### Wiring heat map, run 1

Drawn at 10 px/µm. 8 x 8 tiles, from dark purple (low) to yellow (high), scaled to the fullest tile. Values are wire area over tile area, all layers added.
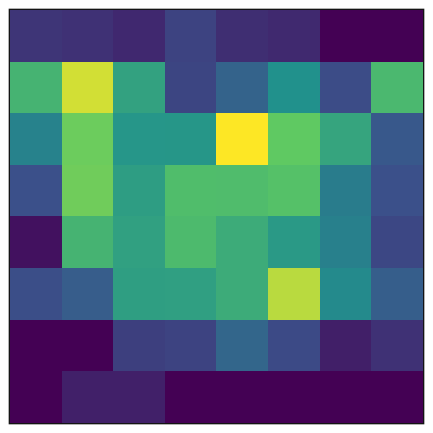
### Cell sizes after repair, run 1

Drawn at 6 px/µm.
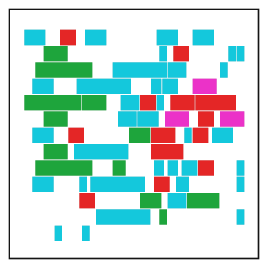
### M3 wires, run 1

Drawn at 10 px/µm. Cells faint in the background.
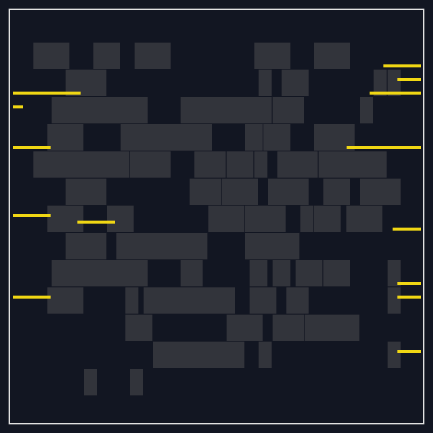
[config.mk]
export PLATFORM = sky130hd
export DESIGN_NAME = mealy_seq_det
export DESIGN_NICKNAME = d
export VERILOG_FILES = /design/src/rtl/seq_det_pkg.sv /design/src/rtl/sat_counter.sv /design/src/rtl/mealy_seq_det.sv
export SDC_FILE = /design/constraint.sdc
export NUM_CORES = 1
export LEC_CHECK = 0
export CORE_MARGIN = 2
export CORE_UTILIZATION = 35
export CTS_CLUSTER_SIZE = 28
export DETAILED_ROUTE_END_ITERATION = 10
export GPL_ROUTABILITY_DRIVEN = 0
export PLACE_DENSITY_LB_ADDON = 0.15
export SLEW_MARGIN = 20
export SYNTH_ARGS = -nofsm -noshare
export SYNTH_HDL_FRONTEND = slang
export SYNTH_HIERARCHICAL = 1
export SYNTH_SLANG_ARGS = --single-unit
[constraint.sdc]
create_clock -name clk -period 1.66 [get_ports clk]
set_clock_uncertainty 0.2 [all_clocks]
set_input_delay 0.249 -clock clk [delete_from_list [all_inputs] [get_ports clk]]
set_output_delay 0.249 -clock clk [all_outputs]
set_load 0.02 [all_outputs]
[src/rtl/seq_det_pkg.sv]
// Shared limits, reset defaults and helpers for the parametrised Mealy sequence detector.
package seq_det_pkg;

    localparam int PAT_LEN_MIN     = 2;
    localparam int PAT_LEN_MAX     = 32;
    localparam int DEFAULT_PAT_LEN = 3;

    localparam logic [DEFAULT_PAT_LEN-1:0] DEFAULT_PATTERN = 3'b101;
    localparam logic                       DEFAULT_OVERLAP = 1'b1;

    // What the current cycle does to the detector state.
    typedef enum logic [1:0] {
        EV_IDLE,
        EV_LOAD,
        EV_MISS,
        EV_HIT
    } bit_event_e;

    function automatic int fill_width(input int pat_len);
        return $clog2(pat_len);
    endfunction

endpackage

[src/rtl/sat_counter.sv]
// Saturating up-counter with a synchronous clear that takes priority over increment.
module sat_counter #(
    parameter int WIDTH = 8
) (
    input  logic             clk,
    input  logic             rst_n,
    input  logic             inc,
    input  logic             clr,
    output logic [WIDTH-1:0] count
);

    logic [WIDTH-1:0] count_reg;
    logic [WIDTH-1:0] count_next;

    always_comb begin
        count_next = count_reg;
        if (clr) begin
            count_next = '0;
        end else if (inc && (count_reg != '1)) begin
            count_next = count_reg + WIDTH'(1);
        end
    end

    always_ff @(posedge clk or negedge rst_n) begin
        if (!rst_n) begin
            count_reg <= '0;
        end else begin
            count_reg <= count_next;
        end
    end

    assign count = count_reg;

endmodule

[src/rtl/mealy_seq_det.sv]
// Parametrised serial-pattern Mealy detector with valid-qualified input and runtime pattern/overlap.
// Optional saturating match counter enabled by defining MEALY_SEQ_DET_CNT_EN.
module mealy_seq_det
    import seq_det_pkg::*;
#(
    parameter int                 PAT_LEN     = DEFAULT_PAT_LEN,
    parameter logic [PAT_LEN-1:0] DEF_PATTERN = PAT_LEN'(DEFAULT_PATTERN),
    parameter logic               DEF_OVERLAP = DEFAULT_OVERLAP,
    parameter int                 CNT_W       = 8
) (
    input  logic               clk,
    input  logic               rst,
    input  logic               in_valid,
    input  logic               I,
    input  logic               cfg_load,
    input  logic [PAT_LEN-1:0] cfg_pattern,
    input  logic               cfg_overlap,
    input  logic               cnt_clr,
    output logic               det,
    output logic [CNT_W-1:0]   match_cnt
);

    localparam int                FILL_W    = fill_width(PAT_LEN);
    localparam logic [FILL_W-1:0] FILL_FULL = FILL_W'(PAT_LEN - 1);

    generate
        if ((PAT_LEN < PAT_LEN_MIN) || (PAT_LEN > PAT_LEN_MAX)) begin : g_bad_pat_len
            $error("mealy_seq_det: PAT_LEN must lie in 2..32");
        end
    endgenerate

    logic [PAT_LEN-1:0] pat_reg,  pat_next;
    logic               ovl_reg,  ovl_next;
    logic [PAT_LEN-2:0] hist_reg, hist_next;
    logic [FILL_W-1:0]  fill_reg, fill_next;

    logic [PAT_LEN-1:0] window;
    logic [PAT_LEN-1:0] bit_match;
    logic               full;
    logic               window_match;
    bit_event_e         bit_event;

    // The candidate window is the buffered history plus the bit on the wire now.
    assign window = {hist_reg, I};
    assign full   = (fill_reg == FILL_FULL);

    genvar gi;
    generate
        for (gi = 0; gi < PAT_LEN; gi++) begin : g_bit_cmp
            assign bit_match[gi] = ~(window[gi] ^ pat_reg[gi]);
        end
    endgenerate

    assign window_match = &bit_match;

    always_comb begin
        bit_event = EV_IDLE;
        if (cfg_load) begin
            bit_event = EV_LOAD;
        end else if (in_valid) begin
            bit_event = (full && window_match) ? EV_HIT : EV_MISS;
        end
    end

    assign det = (bit_event == EV_HIT);

    always_comb begin
        pat_next  = pat_reg;
        ovl_next  = ovl_reg;
        hist_next = hist_reg;
        fill_next = fill_reg;
        case (bit_event)
            EV_LOAD: begin
                pat_next  = cfg_pattern;
                ovl_next  = cfg_overlap;
                hist_next = '0;
                fill_next = '0;
            end
            EV_MISS: begin
                hist_next = window[PAT_LEN-2:0];
                if (!full) begin
                    fill_next = fill_reg + FILL_W'(1);
                end
            end
            EV_HIT: begin
                // Overlap keeps the suffix so it can seed the next match; otherwise start afresh.
                if (ovl_reg) begin
                    hist_next = window[PAT_LEN-2:0];
                end else begin
                    hist_next = '0;
                    fill_next = '0;
                end
            end
            default: begin
            end
        endcase
    end

    always_ff @(posedge clk or negedge rst) begin
        if (!rst) begin
            pat_reg  <= DEF_PATTERN;
            ovl_reg  <= DEF_OVERLAP;
            hist_reg <= '0;
            fill_reg <= '0;
        end else begin
            pat_reg  <= pat_next;
            ovl_reg  <= ovl_next;
            hist_reg <= hist_next;
            fill_reg <= fill_next;
        end
    end

`ifdef MEALY_SEQ_DET_CNT_EN
    sat_counter #(
        .WIDTH(CNT_W)
    ) u_match_cnt (
        .clk   (clk),
        .rst_n (rst),
        .inc   (det),
        .clr   (cnt_clr),
        .count (match_cnt)
    );
`else
    logic unused_cnt_clr;
    assign unused_cnt_clr = cnt_clr;
    assign match_cnt      = '0;
`endif

endmodule

==> notes.md, run 1 <==
Notes on the flow run.

- The root cell of the clock tree is sky130_fd_sc_hd__clkbuf_4, for reference.
- The final antenna-violating net count is 0, for reference.
- The synthesized flop and latch total is 8, for reference.
- Among the non-sequential cells, simple AND/OR/NAND/NOR gates take the most area.
- Per the GRT congestion report, total overflow comes to 0.
- The maximum buffer depth of the clock tree is 2, for reference.
- The synthesized design devotes to its leading area cell type between 20% and 30% of total area.
- Setup repair after global routing could not meet its margin everywhere.
- In this run the standard cell core region covers between 1000 and 1500 µm².
- The critical path startpoint is pat_reg[2], for reference.
- The worst-case hold slack is approximately 71 ps, for reference.
- According to the hold report, the worst path is of the input pin to async pin type.
- Measured in cells, the most critical reg-to-reg path has a length of 7.
- For this run, the final setup violation count is recorded as 5.
- The number of warning messages in the yosys log is 6, for reference.
- The multiplexer share of the synthesized area is between 10 and 15%, for reference.
- The flow ran to the end, but the final reports show violations.
- The design draws approximately 0.51 mW.
- The via count of the first global-routing pass is about 330, for reference.
- In the post-route analysis, the smallest setup slack over all paths is -517 ps.
- The checks that failed: setup timing.
- The met3 wire length is ~47 µm, for reference.
- The count of warning messages emitted by the tools is 30, for reference.
- The number of antenna violations at the first check in global routing is 0.
- Yosys mapped a number of flops with a built-in enable equal to 0.
- In the routed layout, each cell is associated on average with a via count of around 4.3.
- The top cell type by total area after synthesis is sky130_fd_sc_hd__dfrtp_1, for reference.
- The max-slew violation total from the final report is 0, for reference.
- The starting density of the core is 37.4%, for reference.
- The placed cell count is 73, for reference.
- Yosys reports that the most numerous cell types are sky130_fd_sc_hd__buf_4, sky130_fd_sc_hd__dfrtp_1, sky130_fd_sc_hd__mux2_2, sky130_fd_sc_hd__dfstp_2, sky130_fd_sc_hd__xor2_1.
- The fraction of final layout cells with drive strength greater than 1 is 43.8%, for reference.
- The sum of net half-perimeters after detailed placement is ~630 µm, for reference.
- The worst setup path is launched from a flip-flop.
- The count of mapped cells out of synthesis is 46, for reference.
- The number of sinks handled by clock tree synthesis is 8, for reference.
- The final design utilization is 52.0%, for reference.
- The type of the worst setup path is flip-flop to output port, for reference.
- During I/O placement, the number of pins put on the boundary was 19.
- The height of the die is slightly above 40 µm, for reference.
## Picture notes: 'Wiring heat map'
39% of the tiles are over half the peak. The emptiest ninth of the die: bottom left. The mean over all tiles is 0.074. 16% of the tiles are nearly empty. The fullest tile reaches 0.20.
total routing usage reported by global routing: 12.4%
WL per Instance: 9.96 µm
wire length after detailed routing: 787 µm

## Picture notes: 'Cell sizes after repair'
Magenta shows drive 6 and up, cells 3, share 4.7%. Cyan shows drive 1 or less, cells 36, share 56%. Green shows drive 2, cells 12, share 19%. Red shows drive 3 to 4, cells 13, share 20%.
bufs w/o clock: 17
post-layout worst setup margin: -517 ps
post-route cell area: 677 µm²
layout overhead on the synthesized area: 39.1%

## Picture notes: 'M3 wires'
13 nets have wire on it. The longest straight run is 7.10 µm.
number of vias after detailed routing: 339
global routing usage on met3: 1.60%

==> inputs of run 2 (changes only) <==
--- a/config.mk
+++ b/config.mk
@@ -5,6 +5,8 @@
 export SDC_FILE = /design/constraint.sdc
 export NUM_CORES = 1
 export LEC_CHECK = 0
+export ABC_CLOCK_PERIOD_IN_PS = 1660
+export CAP_MARGIN = 20
 export CORE_MARGIN = 2
 export CORE_UTILIZATION = 35
 export CTS_CLUSTER_SIZE = 28
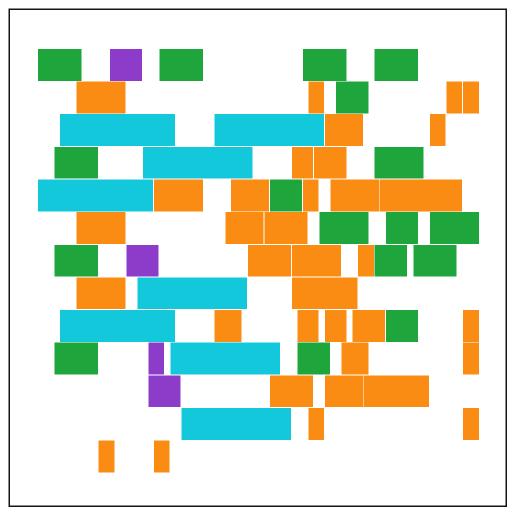
*Cells colored by class, run 2*
Drawn at 12 px/µm.
Purple shows clock drivers and dummy loads, cells 4, share of their area 4.0%. Orange shows all other logic, cells 35, share of their area 41%. Green shows other buffers and delay cells, cells 17, share of their area 24%. Cyan shows flip-flops, cells 8, share of their area 31%.
proportion of cell area occupied by registers: 30.1%
standard-cell rows: 13
utilization after layout: 52.0%

==> run 2 against run 1 <==
Compared with the run above: the run still ends with setup timing left; die size did not move; largest power group unchanged; global-route usage unchanged; critical path depth stayed put; synthesized area unchanged; synthesized cell count unchanged.
==> notes.md, run 2 <==
Notes on the flow run.

- The setup-violating endpoint count in the final report is 5 (unchanged), for reference.
- CTS built an H-tree with a depth of 1.
- The tightest min-delay check is of the input pin to async pin type.
- The worst reg-to-reg path cell count came to 7 (unchanged).
- The combinational fraction of design power is 23.8%, for reference.
- The power after layout is 0.509 mW (unchanged), for reference.
- The root cell of the clock tree is sky130_fd_sc_hd__clkbuf_4, for reference.
- Entering global routing, the biggest net connects 10 pins.
- The overflow left after global routing is 0 (unchanged), for reference.
- The routing usage on met1 is roughly 15%, for reference.
- The internal power consumption is roughly 0.38 mW, for reference.
- The pre-CTS setup slack is -964 ps, for reference.
- The final layout contains between 70 and 80 nets.
- The worst stage delay on the critical path is between 500 and 600 ps, for reference.
- The height of the die came to 41.3 µm (unchanged).
- The count of filler cells inserted in the layout is ~130, for reference.
- The number of antenna violations at the first check in global routing is 0 (unchanged), for reference.
- The area growth from synthesis to layout is 39.1% (unchanged).
- The critical path startpoint is pat_reg[2], for reference.
- The count of warning messages emitted by the tools came to 30 (unchanged).
- Together, buffers and inverters on the worst path number 1.
- The switching power total is 0.133 mW, for reference.
- The maximum buffer depth of the clock tree is 2 (unchanged), for reference.
- The number of sinks handled by clock tree synthesis is 8 (unchanged), for reference.
- The placed cell count was 73 (unchanged).
- The flow ran to the end, but the final reports show violations.
- The number of warning messages in the yosys log is 6 (unchanged).
- The final instance area is 677 µm² (unchanged), for reference.
- The max-slew violation total from the final report was 0 (unchanged).
- Setup repair after global routing could not meet its margin everywhere.
- The total of plain and repair buffers excluding clock buffers was 17 (unchanged).
- The number of vias per cell came to 4.29 (unchanged).
- The total number of vias is 339 (unchanged), for reference.
- STA classifies the critical path startpoint as a flip-flop.
- The met3 wire length is 47 µm (unchanged), for reference.
- The top cell type by total area after synthesis is sky130_fd_sc_hd__dfrtp_1, for reference.
- The number of buffers inserted by hold repair at cts is 0, for reference.
- The number of synthesized flops with an enable pin is 0 (unchanged), for reference.
- The starting density of the core is 37.4% (unchanged), for reference.
- The post-layout worst setup margin was -517 ps (unchanged).
- The via count of the first global-routing pass is 331 (unchanged), for reference.
- The family with the most delay on the worst path is simple AND/OR/NAND/NOR gates, for reference.
- The global-route usage over all layers came to 12.4% (unchanged).
- The synthesized flop and latch total is 8 (unchanged).
- The sum of net half-perimeters after detailed placement is 626 µm (unchanged).
- The placeable core area was 1300 µm² (unchanged).
- The biggest combinational cell group after synthesis is simple AND/OR/NAND/NOR gates, for reference.
- TritonCTS built the clock tree.
- The aggregate routed wire length is 787 µm (unchanged), for reference.
- The detail-routed net length per standard cell is 9.96 µm (unchanged), for reference.
- The count of mapped cells out of synthesis is 46 (unchanged), for reference.
- The area fraction of the dominant cell type after synthesis is 25.7% (unchanged).
- Counting instances in the post-synthesis netlist gives the leading cell types as sky130_fd_sc_hd__buf_4, sky130_fd_sc_hd__dfrtp_1, sky130_fd_sc_hd__mux2_2, sky130_fd_sc_hd__dfstp_2, sky130_fd_sc_hd__xor2_1.
- The I/O pin count was 19 (unchanged).
- The type of the worst setup path is flip-flop to output port, for reference.
- The number of non-clock inverters in the layout is 1, for reference.
- The met2 demand-to-capacity share in global routing is a little under a fifth, for reference.
- The global-route met3 utilization is 1.60% (unchanged), for reference.
- STA classifies the critical path endpoint as an output port.
- The cell-mix breakdown from Yosys lists the compound-gate area share as under 10%.
- Post-synthesis, Yosys gives the total cell area as 487 µm².
- Measured along the x axis, the die boundary spans between 40 and 50 µm.
- The worst-case hold slack was 71.0 ps (unchanged).
- The post-layout instance count excluding filler cells is about 79, for reference.
- The arrival time reported for the critical path endpoint is between 1500 and 2000 ps, for reference.
- Timing would allow up to 0.459 GHz.
- Per the run summary, max-cap violations total 0.
- The fraction of final layout cells with drive strength greater than 1 came to 43.8% (unchanged).
- The final reports fail on setup timing.
- The multiplexer share of the synthesized area is 14.4% (unchanged).
- The final antenna-violating net count is 0 (unchanged), for reference.
- TritonRoute reported its final design rule violation total as 0.
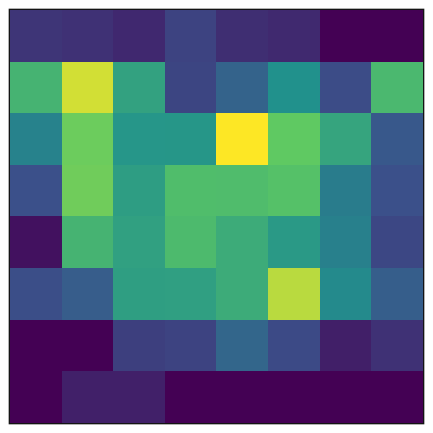
*Wiring heat map, run 2*
Drawn at 10 px/µm. 8 x 8 tiles, from dark purple (low) to yellow (high), scaled to the fullest tile. Values are wire area over tile area, all layers added.
The emptiest ninth of the die: bottom left. 39% of the tiles are over half the peak. The mean over all tiles is 0.074. The densest ninth of the die: middle. 16% of the tiles are nearly empty.

### M3 wires, run 2

Drawn at 10 px/µm. Cells faint in the background.
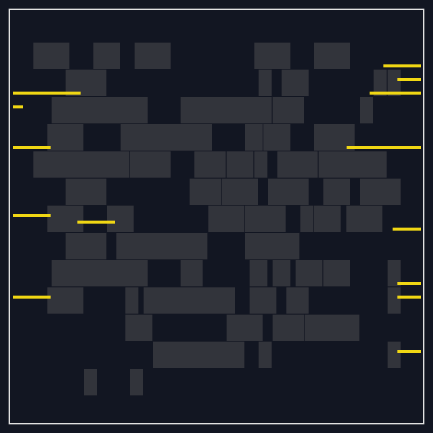

==> inputs of run 3 (changes only) <==
--- a/config.mk
+++ b/config.mk
@@ -6,9 +6,11 @@
 export NUM_CORES = 1
 export LEC_CHECK = 0
 export ABC_CLOCK_PERIOD_IN_PS = 1660
-export CAP_MARGIN = 20
+export CAP_MARGIN = 10
+export CELL_PAD_IN_SITES_DETAIL_PLACEMENT = 2
+export CELL_PAD_IN_SITES_GLOBAL_PLACEMENT = 2
 export CORE_MARGIN = 2
-export CORE_UTILIZATION = 35
+export CORE_UTILIZATION = 22
 export CTS_CLUSTER_SIZE = 28
 export DETAILED_ROUTE_END_ITERATION = 10
 export GPL_ROUTABILITY_DRIVEN = 0
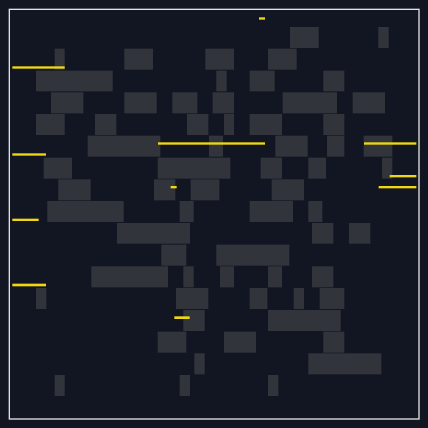
*M3 wires, run 3*
Drawn at 8 px/µm. Cells faint in the background.
The layer carries 45.9 µm of wire. The longest straight run is 13.1 µm. The wires run mostly horizontal.
global routing usage on met3: 4.39%
wire length after detailed routing: 1050 µm
number of vias after detailed routing: 371

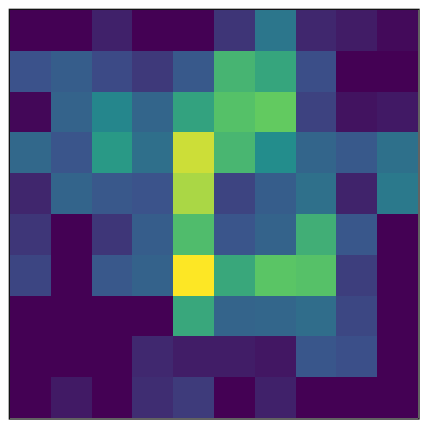
*Wiring heat map, run 3*
Drawn at 8 px/µm. 10 x 10 tiles, from dark purple (low) to yellow (high), scaled to the fullest tile. Values are wire area over tile area, all layers added.
16% of the tiles are over half the peak. The densest ninth of the die: middle. The fullest tile reaches 0.26. The mean over all tiles is 0.064. The emptiest ninth of the die: bottom left. 26% of the tiles are nearly empty.
total routing usage reported by global routing: 10.4%
WL per Instance: 11.3 µm

==> run 3 against run 2 <==
Compared with the run above: the flow still finishes with violations (setup timing); final area increased by 3.9%; synthesized area unchanged; synthesized cell count unchanged; largest power group unchanged; worst hold slack improved by 6.6 ps; critical path depth unchanged; non-clock buffer count increased by 1; power increased by 4.5%; register-to-register slack improved by 20 ps; combinational power increased by about 10%; critical path type unchanged; fmax decreased by 0.42%.
==> notes.md, run 3 <==
Notes on the flow run.

- The worst stage delay on the critical path was 540 ps (about the same).
- The largest net degree at the start of global routing is 10 (unchanged), for reference.
- The I/O pin count is 19 (unchanged).
- The sum of net half-perimeters after detailed placement is 800 µm (+28%), for reference.
- The final reports fail on setup timing.
- The cell sitting at the root of the clock tree is a sky130_fd_sc_hd__clkbuf_4.
- The area fraction of the dominant cell type after synthesis is 25.7% (unchanged), for reference.
- The final antenna-violating net count is 0 (unchanged), for reference.
- The multiplexer share of the synthesized area was 14.4% (unchanged).
- The arrival time reported for the critical path endpoint is 1740 ps (about the same), for reference.
- The number of warning messages in the yosys log was 6 (unchanged).
- The fraction of area in registers is 29.0% (-1.1 points), for reference.
- The number of vias per cell was 3.99 (-7.0%).
- The routing usage on met1 is 10.4% (-4.5 points), for reference.
- The starting density of the core is 22.7% (-15 points).
- After synthesis, the most frequently instantiated cells are sky130_fd_sc_hd__buf_4, sky130_fd_sc_hd__dfrtp_1, sky130_fd_sc_hd__mux2_2, sky130_fd_sc_hd__dfstp_2, sky130_fd_sc_hd__xor2_1.
- The die width came to 51.0 µm (+24%).
- The number of DRC violations after detailed routing was 0 (unchanged).
- The flow ran to the end, but the final reports show violations.
- The number of non-clock inverters in the layout is 1 (unchanged), for reference.
- The height of the die was 51.0 µm (+24%).
- The area of the synthesized netlist per yosys stat is 487 µm² (unchanged), for reference.
- The count of filler cells inserted in the layout is 237 (+82%), for reference.
- The startpoint type of the worst setup path is a flip-flop, for reference.
- The number of maximum-capacitance violations came to 0 (unchanged).
- The net total in the final layout came to 77 (+1.3%).
- The max-slew violation total from the final report is 0 (unchanged).
- Summed over all instances, the cell type with the most area after synthesis is sky130_fd_sc_hd__dfrtp_1.
- The deepest level of the CTS H-tree came to 1 (unchanged).
- The final design utilization is 32.7% (-19 points), for reference.
- The clock tree from TritonCTS is built, for reference.
- The number of buffers inserted by hold repair at cts is 0 (unchanged).
- The row count is 17 (+4), for reference.
- The switching power total came to 0.148 mW (+11%).
- The placed cell count is 86 (+18%), for reference.
- The fraction of final layout cells with drive strength greater than 1 is 43.1% (-0.67 points).
- The number of sinks handled by clock tree synthesis was 8 (unchanged).
- STA classifies the critical path endpoint as an output port.
- The setup-violating endpoint count in the final report is 5 (unchanged).
- The critical path startpoint is pat_reg[0], for reference.
- The type of the worst setup path is flip-flop to output port, for reference.
- The combinational fraction of design power is 25.0% (+1.2 points), for reference.
- The worst-case hold slack is 77.6 ps (+6.62 ps), for reference.
- The post-layout worst setup margin is -526 ps (-9.15 ps).
- The number of antenna violations at the first check in global routing was 0 (unchanged).
- The total of plain and repair buffers excluding clock buffers is 18 (+1), for reference.
- The area growth from synthesis to layout is 44.5%, for reference.

## Gallery

Clock wiring as the flow saved it.
picture 1
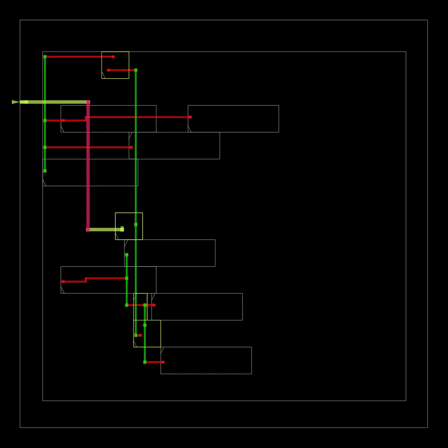
picture 2
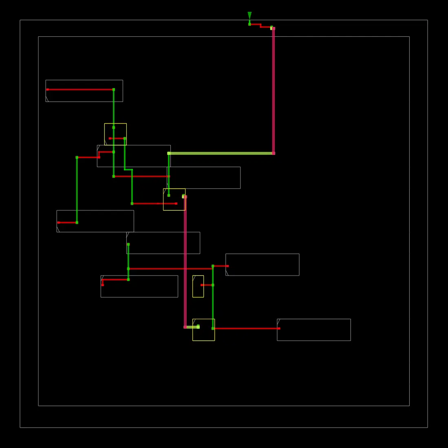
run 3 -> picture 2
run 2 -> picture 1

No activity file was given, so power comes from the tool's default toggle rates.
